==> images/clock_nets.png <==
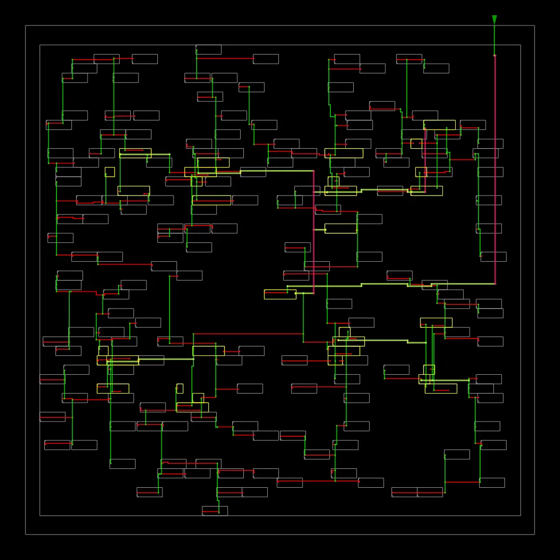
==> images/clock_wires.png <==
Drawn at 4 px/um.
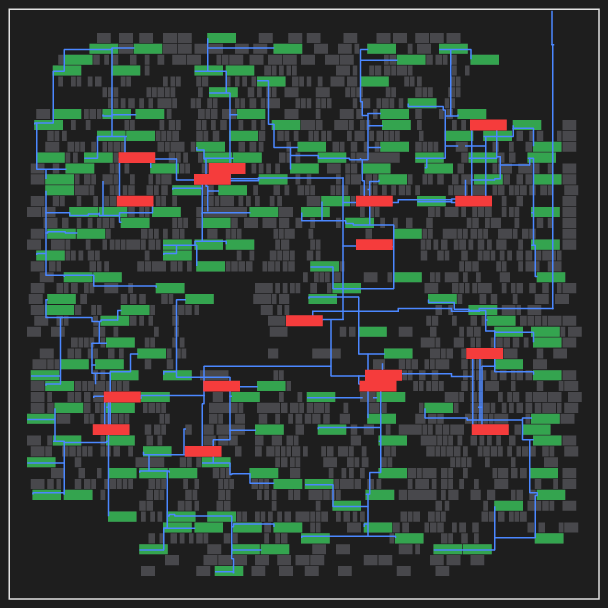
$ cat src/rtl/mem_if_pkg.sv
// Shared operation encodings and alignment helpers for the memory interface stage.
package mem_if_pkg;

  typedef enum logic [2:0] {
    LB    = 3'b000,
    LH    = 3'b001,
    LW    = 3'b010,
    LNONE = 3'b011,
    LBU   = 3'b100,
    LHU   = 3'b101
  } load_op_e;

  typedef enum logic [1:0] {
    SB    = 2'b00,
    SH    = 2'b01,
    SW    = 2'b10,
    SNONE = 2'b11
  } store_op_e;

  // Halfword ops need addr[0]=0, word ops need addr[1:0]=0.
  function automatic logic ld_misaligned(input load_op_e op, input logic [1:0] off);
    case (op)
      LH, LHU: return off[0];
      LW:      return off != 2'b00;
      default: return 1'b0;
    endcase
  endfunction

  function automatic logic st_misaligned(input store_op_e op, input logic [1:0] off);
    case (op)
      SH:      return off[0];
      SW:      return off != 2'b00;
      default: return 1'b0;
    endcase
  endfunction

  // Byte offset actually used: offending low bits are forced to zero.
  function automatic logic [1:0] ld_align(input load_op_e op, input logic [1:0] off);
    case (op)
      LB, LBU: return off;
      LH, LHU: return {off[1], 1'b0};
      default: return 2'b00;
    endcase
  endfunction

  function automatic logic [1:0] st_align(input store_op_e op, input logic [1:0] off);
    case (op)
      SB:      return off;
      SH:      return {off[1], 1'b0};
      default: return 2'b00;
    endcase
  endfunction

endpackage

$ cat src/rtl/mem_if_if.sv
// Word-wide req/gnt/rvalid memory bus between mem_if (master) and memory (slave).
interface mem_if_if #(
  parameter int unsigned ADDR_W = 16
);
  logic              bus_req;
  logic              bus_we;
  logic [ADDR_W-3:0] bus_addr;
  logic [31:0]       bus_wdata;
  logic [3:0]        bus_wstrb;
  logic              bus_gnt;
  logic              bus_rvalid;
  logic [31:0]       bus_rdata;

  modport master (
    output bus_req, bus_we, bus_addr, bus_wdata, bus_wstrb,
    input  bus_gnt, bus_rvalid, bus_rdata
  );

  modport slave (
    input  bus_req, bus_we, bus_addr, bus_wdata, bus_wstrb,
    output bus_gnt, bus_rvalid, bus_rdata
  );
endinterface

$ cat src/rtl/mem_if_lane.sv
// Byte-lane steering: store strobe/data placement and load extraction/extension.
module mem_if_lane
  import mem_if_pkg::*;
(
  input  store_op_e   i_st_op,
  input  logic [1:0]  i_st_off,
  input  logic [31:0] i_st_data,
  output logic [3:0]  o_st_strb,
  output logic [31:0] o_st_data,
  input  load_op_e    i_ld_op,
  input  logic [1:0]  i_ld_off,
  input  logic [31:0] i_ld_word,
  output logic [31:0] o_ld_data
);

  logic [7:0]  w_byte;
  logic [15:0] w_half;

  // Store side: replicate the datum across lanes, enable only the addressed ones.
  always_comb begin
    o_st_strb = '0;
    o_st_data = i_st_data;
    case (i_st_op)
      SB: begin
        o_st_strb = 4'b0001 << i_st_off;
        o_st_data = {4{i_st_data[7:0]}};
      end
      SH: begin
        o_st_strb = 4'b0011 << {i_st_off[1], 1'b0};
        o_st_data = {2{i_st_data[15:0]}};
      end
      SW: begin
        o_st_strb = 4'b1111;
        o_st_data = i_st_data;
      end
      default: begin
        o_st_strb = '0;
        o_st_data = i_st_data;
      end
    endcase
  end

  // Load side: pick the addressed byte/half, then sign- or zero-extend.
  always_comb begin
    w_byte = '0;
    w_half = i_ld_off[1] ? i_ld_word[31:16] : i_ld_word[15:0];
    case (i_ld_off)
      2'd0:    w_byte = i_ld_word[7:0];
      2'd1:    w_byte = i_ld_word[15:8];
      2'd2:    w_byte = i_ld_word[23:16];
      default: w_byte = i_ld_word[31:24];
    endcase
    case (i_ld_op)
      LB:      o_ld_data = {{24{w_byte[7]}}, w_byte};
      LBU:     o_ld_data = {24'd0, w_byte};
      LH:      o_ld_data = {{16{w_half[15]}}, w_half};
      LHU:     o_ld_data = {16'd0, w_half};
      LW:      o_ld_data = i_ld_word;
      default: o_ld_data = '0;
    endcase
  end

endmodule

$ cat src/rtl/mem_if.sv
// Memory interface stage: posts stores through a one-entry write buffer and
// runs single-word reads on the req/gnt/rvalid bus, returning extended data.
module mem_if
  import mem_if_pkg::*;
#(
  parameter int unsigned ADDR_W = 16
) (
  input  logic        clk,
  input  logic        reset,
  input  logic        mem_init,
  input  logic [31:0] mem_addr,
  input  logic [2:0]  mem_read_op,
  input  logic [1:0]  mem_write_op,
  input  logic [31:0] mem_wdata,
  output logic        mem_ready,
  output logic [31:0] mem_rdata,
  output logic        misaligned,
  output logic        wr_overrun,
  mem_if_if.master    bus
);

  localparam int unsigned WA_W = ADDR_W - 2;

  typedef enum logic [2:0] {
    IDLE    = 3'd0,
    WR_REQ  = 3'd1,
    RD_REQ  = 3'd2,
    RD_WAIT = 3'd3,
    RD_DONE = 3'd4
  } state_e;

  state_e          r_state;

  logic            r_wbuf_full;
  logic [WA_W-1:0] r_wbuf_addr;
  logic [3:0]      r_wbuf_strb;
  logic [31:0]     r_wbuf_data;

  logic            r_rd_pend;
  logic [WA_W-1:0] r_rd_addr;
  logic [1:0]      r_rd_off;
  load_op_e        r_rd_op;

  load_op_e        w_ld_op;
  store_op_e       w_st_op;
  logic            w_rd_new;
  logic            w_st_new;
  logic [1:0]      w_rd_off;
  logic [1:0]      w_st_off;
  logic            w_wr_retire;
  logic            w_st_accept;
  logic            w_st_drop;
  logic            w_wbuf_full_nxt;
  logic [WA_W-1:0] w_wbuf_addr_nxt;
  logic [3:0]      w_wbuf_strb_nxt;
  logic [31:0]     w_wbuf_data_nxt;
  logic [WA_W-1:0] w_rd_addr_nxt;
  logic [3:0]      w_st_strb;
  logic [31:0]     w_st_data;
  logic [31:0]     w_ld_data;
  logic            w_unused_addr;

  assign w_unused_addr = ^mem_addr[31:ADDR_W];

  assign w_ld_op  = load_op_e'(mem_read_op);
  assign w_st_op  = store_op_e'(mem_write_op);
  assign w_rd_new = mem_init && (w_ld_op != LNONE);
  assign w_st_new = (w_st_op != SNONE);
  assign w_rd_off = ld_align(w_ld_op, mem_addr[1:0]);
  assign w_st_off = st_align(w_st_op, mem_addr[1:0]);

  // A store arriving in the same cycle the buffered write is granted takes the
  // freed slot, so the buffer never reports overrun in that case.
  assign w_wr_retire     = (r_state == WR_REQ) && bus.bus_gnt;
  assign w_st_accept     = w_st_new && (!r_wbuf_full || w_wr_retire);
  assign w_st_drop       = w_st_new && !w_st_accept;
  assign w_wbuf_full_nxt = w_st_accept || (r_wbuf_full && !w_wr_retire);
  assign w_wbuf_addr_nxt = w_st_accept ? mem_addr[ADDR_W-1:2] : r_wbuf_addr;
  assign w_wbuf_strb_nxt = w_st_accept ? w_st_strb : r_wbuf_strb;
  assign w_wbuf_data_nxt = w_st_accept ? w_st_data : r_wbuf_data;
  assign w_rd_addr_nxt   = w_rd_new ? mem_addr[ADDR_W-1:2] : r_rd_addr;

  mem_if_lane u_lane (
    .i_st_op   (w_st_op),
    .i_st_off  (w_st_off),
    .i_st_data (mem_wdata),
    .o_st_strb (w_st_strb),
    .o_st_data (w_st_data),
    .i_ld_op   (r_rd_op),
    .i_ld_off  (r_rd_off),
    .i_ld_word (bus.bus_rdata),
    .o_ld_data (w_ld_data)
  );

  // Write buffer: one posted store, retired by the bus grant in WR_REQ.
  always_ff @(posedge clk) begin
    if (reset) begin
      r_wbuf_full <= 1'b0;
      r_wbuf_addr <= '0;
      r_wbuf_strb <= '0;
      r_wbuf_data <= '0;
    end else begin
      r_wbuf_full <= w_wbuf_full_nxt;
      r_wbuf_addr <= w_wbuf_addr_nxt;
      r_wbuf_strb <= w_wbuf_strb_nxt;
      r_wbuf_data <= w_wbuf_data_nxt;
    end
  end

  // Read request latch: the core's address/op are only trusted at mem_init.
  always_ff @(posedge clk) begin
    if (reset) begin
      r_rd_addr <= '0;
      r_rd_off  <= '0;
      r_rd_op   <= LNONE;
    end else if (w_rd_new) begin
      r_rd_addr <= mem_addr[ADDR_W-1:2];
      r_rd_off  <= w_rd_off;
      r_rd_op   <= w_ld_op;
    end
  end

  // Bus sequencer with registered bus and core-side outputs.
  // IDLE looks at this cycle's captures directly so a read reaches the bus
  // one cycle after mem_init instead of two.
  always_ff @(posedge clk) begin
    if (reset) begin
      r_state        <= IDLE;
      r_rd_pend      <= 1'b0;
      mem_ready      <= 1'b0;
      mem_rdata      <= '0;
      misaligned     <= 1'b0;
      wr_overrun     <= 1'b0;
      bus.bus_req    <= 1'b0;
      bus.bus_we     <= 1'b0;
      bus.bus_addr   <= '0;
      bus.bus_wdata  <= '0;
      bus.bus_wstrb  <= '0;
    end else begin
      mem_ready  <= 1'b0;
      misaligned <= (w_st_accept && st_misaligned(w_st_op, mem_addr[1:0])) ||
                    (w_rd_new && ld_misaligned(w_ld_op, mem_addr[1:0]));
      wr_overrun <= w_st_drop;
      case (r_state)
        IDLE: begin
          if (w_wbuf_full_nxt) begin
            r_state       <= WR_REQ;
            bus.bus_req   <= 1'b1;
            bus.bus_we    <= 1'b1;
            bus.bus_addr  <= w_wbuf_addr_nxt;
            bus.bus_wdata <= w_wbuf_data_nxt;
            bus.bus_wstrb <= w_wbuf_strb_nxt;
          end else if (r_rd_pend || w_rd_new) begin
            r_state       <= RD_REQ;
            bus.bus_req   <= 1'b1;
            bus.bus_we    <= 1'b0;
            bus.bus_addr  <= w_rd_addr_nxt;
            bus.bus_wdata <= '0;
            bus.bus_wstrb <= '0;
          end
        end
        WR_REQ: begin
          if (bus.bus_gnt) begin
            r_state     <= IDLE;
            bus.bus_req <= 1'b0;
            bus.bus_we  <= 1'b0;
          end
        end
        RD_REQ: begin
          if (bus.bus_gnt) begin
            r_state     <= RD_WAIT;
            bus.bus_req <= 1'b0;
          end
        end
        RD_WAIT: begin
          if (bus.bus_rvalid) begin
            r_state   <= RD_DONE;
            mem_rdata <= w_ld_data;
            mem_ready <= 1'b1;
          end
        end
        RD_DONE: begin
          r_state   <= IDLE;
          r_rd_pend <= 1'b0;
        end
        default: r_state <= IDLE;
      endcase
      if (w_rd_new) r_rd_pend <= 1'b1;
    end
  end

endmodule

$ cat src/flat_wrapper.sv
// flat-port wrapper written by rule: the top's interface ports become plain ports
module mem_if_flat import mem_if_pkg::*;
#(
  parameter int unsigned ADDR_W = 16
)
  (clk, reset, mem_init, mem_addr, mem_read_op, mem_write_op, mem_wdata, mem_ready, mem_rdata, misaligned, wr_overrun, bus_bus_req, bus_bus_we, bus_bus_addr, bus_bus_wdata, bus_bus_wstrb, bus_bus_gnt, bus_bus_rvalid, bus_bus_rdata);
  mem_if_if #(.ADDR_W(ADDR_W)) bus_i ();
  input  logic clk;
  input  logic reset;
  input  logic mem_init;
  input  logic [31:0] mem_addr;
  input  logic [2:0] mem_read_op;
  input  logic [1:0] mem_write_op;
  input  logic [31:0] mem_wdata;
  output logic mem_ready;
  output logic [31:0] mem_rdata;
  output logic misaligned;
  output logic wr_overrun;
  output wire logic [$bits(bus_i.bus_req)-1:0] bus_bus_req;
  output wire logic [$bits(bus_i.bus_we)-1:0] bus_bus_we;
  output wire logic [$bits(bus_i.bus_addr)-1:0] bus_bus_addr;
  output wire logic [$bits(bus_i.bus_wdata)-1:0] bus_bus_wdata;
  output wire logic [$bits(bus_i.bus_wstrb)-1:0] bus_bus_wstrb;
  input wire logic [$bits(bus_i.bus_gnt)-1:0] bus_bus_gnt;
  input wire logic [$bits(bus_i.bus_rvalid)-1:0] bus_bus_rvalid;
  input wire logic [$bits(bus_i.bus_rdata)-1:0] bus_bus_rdata;
  assign bus_bus_req = bus_i.bus_req;
  assign bus_bus_we = bus_i.bus_we;
  assign bus_bus_addr = bus_i.bus_addr;
  assign bus_bus_wdata = bus_i.bus_wdata;
  assign bus_bus_wstrb = bus_i.bus_wstrb;
  assign bus_i.bus_gnt = bus_bus_gnt;
  assign bus_i.bus_rvalid = bus_bus_rvalid;
  assign bus_i.bus_rdata = bus_bus_rdata;
  mem_if #(.ADDR_W(ADDR_W)) u_core (.clk(clk), .reset(reset), .mem_init(mem_init), .mem_addr(mem_addr), .mem_read_op(mem_read_op), .mem_write_op(mem_write_op), .mem_wdata(mem_wdata), .mem_ready(mem_ready), .mem_rdata(mem_rdata), .misaligned(misaligned), .wr_overrun(wr_overrun), .bus(bus_i));
endmodule
$ cat config.mk
export PLATFORM = sky130hd
export DESIGN_NAME = mem_if_flat
export DESIGN_NICKNAME = d
export VERILOG_FILES = /design/src/rtl/mem_if_pkg.sv /design/src/rtl/mem_if_if.sv /design/src/rtl/mem_if_lane.sv /design/src/rtl/mem_if.sv /design/src/flat_wrapper.sv
export SDC_FILE = /design/constraint.sdc
export NUM_CORES = 1
export LEC_CHECK = 0
export ABC_AREA = 1
export CAP_MARGIN = 20
export CORE_MARGIN = 4
export CORE_UTILIZATION = 40
export DETAILED_ROUTE_END_ITERATION = 12
export HOLD_SLACK_MARGIN = 0.1
export PLACE_DENSITY = 0.67
export REMOVE_ABC_BUFFERS = 1
export SKIP_LAST_GASP = 1
export SLEW_MARGIN = 20
export SYNTH_ARGS = -nofsm -noshare
export SYNTH_HDL_FRONTEND = slang
export SYNTH_HIERARCHICAL = 1
export SYNTH_SLANG_ARGS = --single-unit
$ cat constraint.sdc
create_clock -name clk -period 2.6 [get_ports clk]
set_input_delay 0.39 -clock clk [delete_from_list [all_inputs] [get_ports clk]]
set_output_delay 0.39 -clock clk [all_outputs]
set_load 0.05 [all_outputs]
==> impl_metrics.tcl <==
# collected from the flow reports
set metrics [dict create \
    status "finished clean" \
    p_leak_nw 4.60 \
    globalplace.congestion 0.882 \
    crit_end "bus_bus_wstrb[1]" \
    dieArea_mm2 0.0216 \
    synthMuxAreaShare 0 \
    initCoreUtil 0.409 \
    grt_max_degree 87 \
    setup_viol 0 \
    crit_cells 1 \
    period_used_share 0.771 \
    stdcell_count 1576 \
    min_to "u_core/mem_rdata[16]" \
    power_clock_mw 2.54 \
    r2r_setup_slack_ns 0.70 \
    holdPathStages 2 \
    p_comb_frac 0.354 \
    post-route-util 0.538 \
    rsz0062_at_grt "false" \
    fp.dieH_um 147 \
    comb-power_mw 3.03 \
]
About clock_nets.png:
Clock Buffer Count: 17
CTS buffer count: 17

About clock_wires.png:
[clock wires] blue | length: 2,110 um
[clock-net drivers] red | count: 17
[flip-flops] green | count: 161
routed clock nets	18
flops lie	widely spread

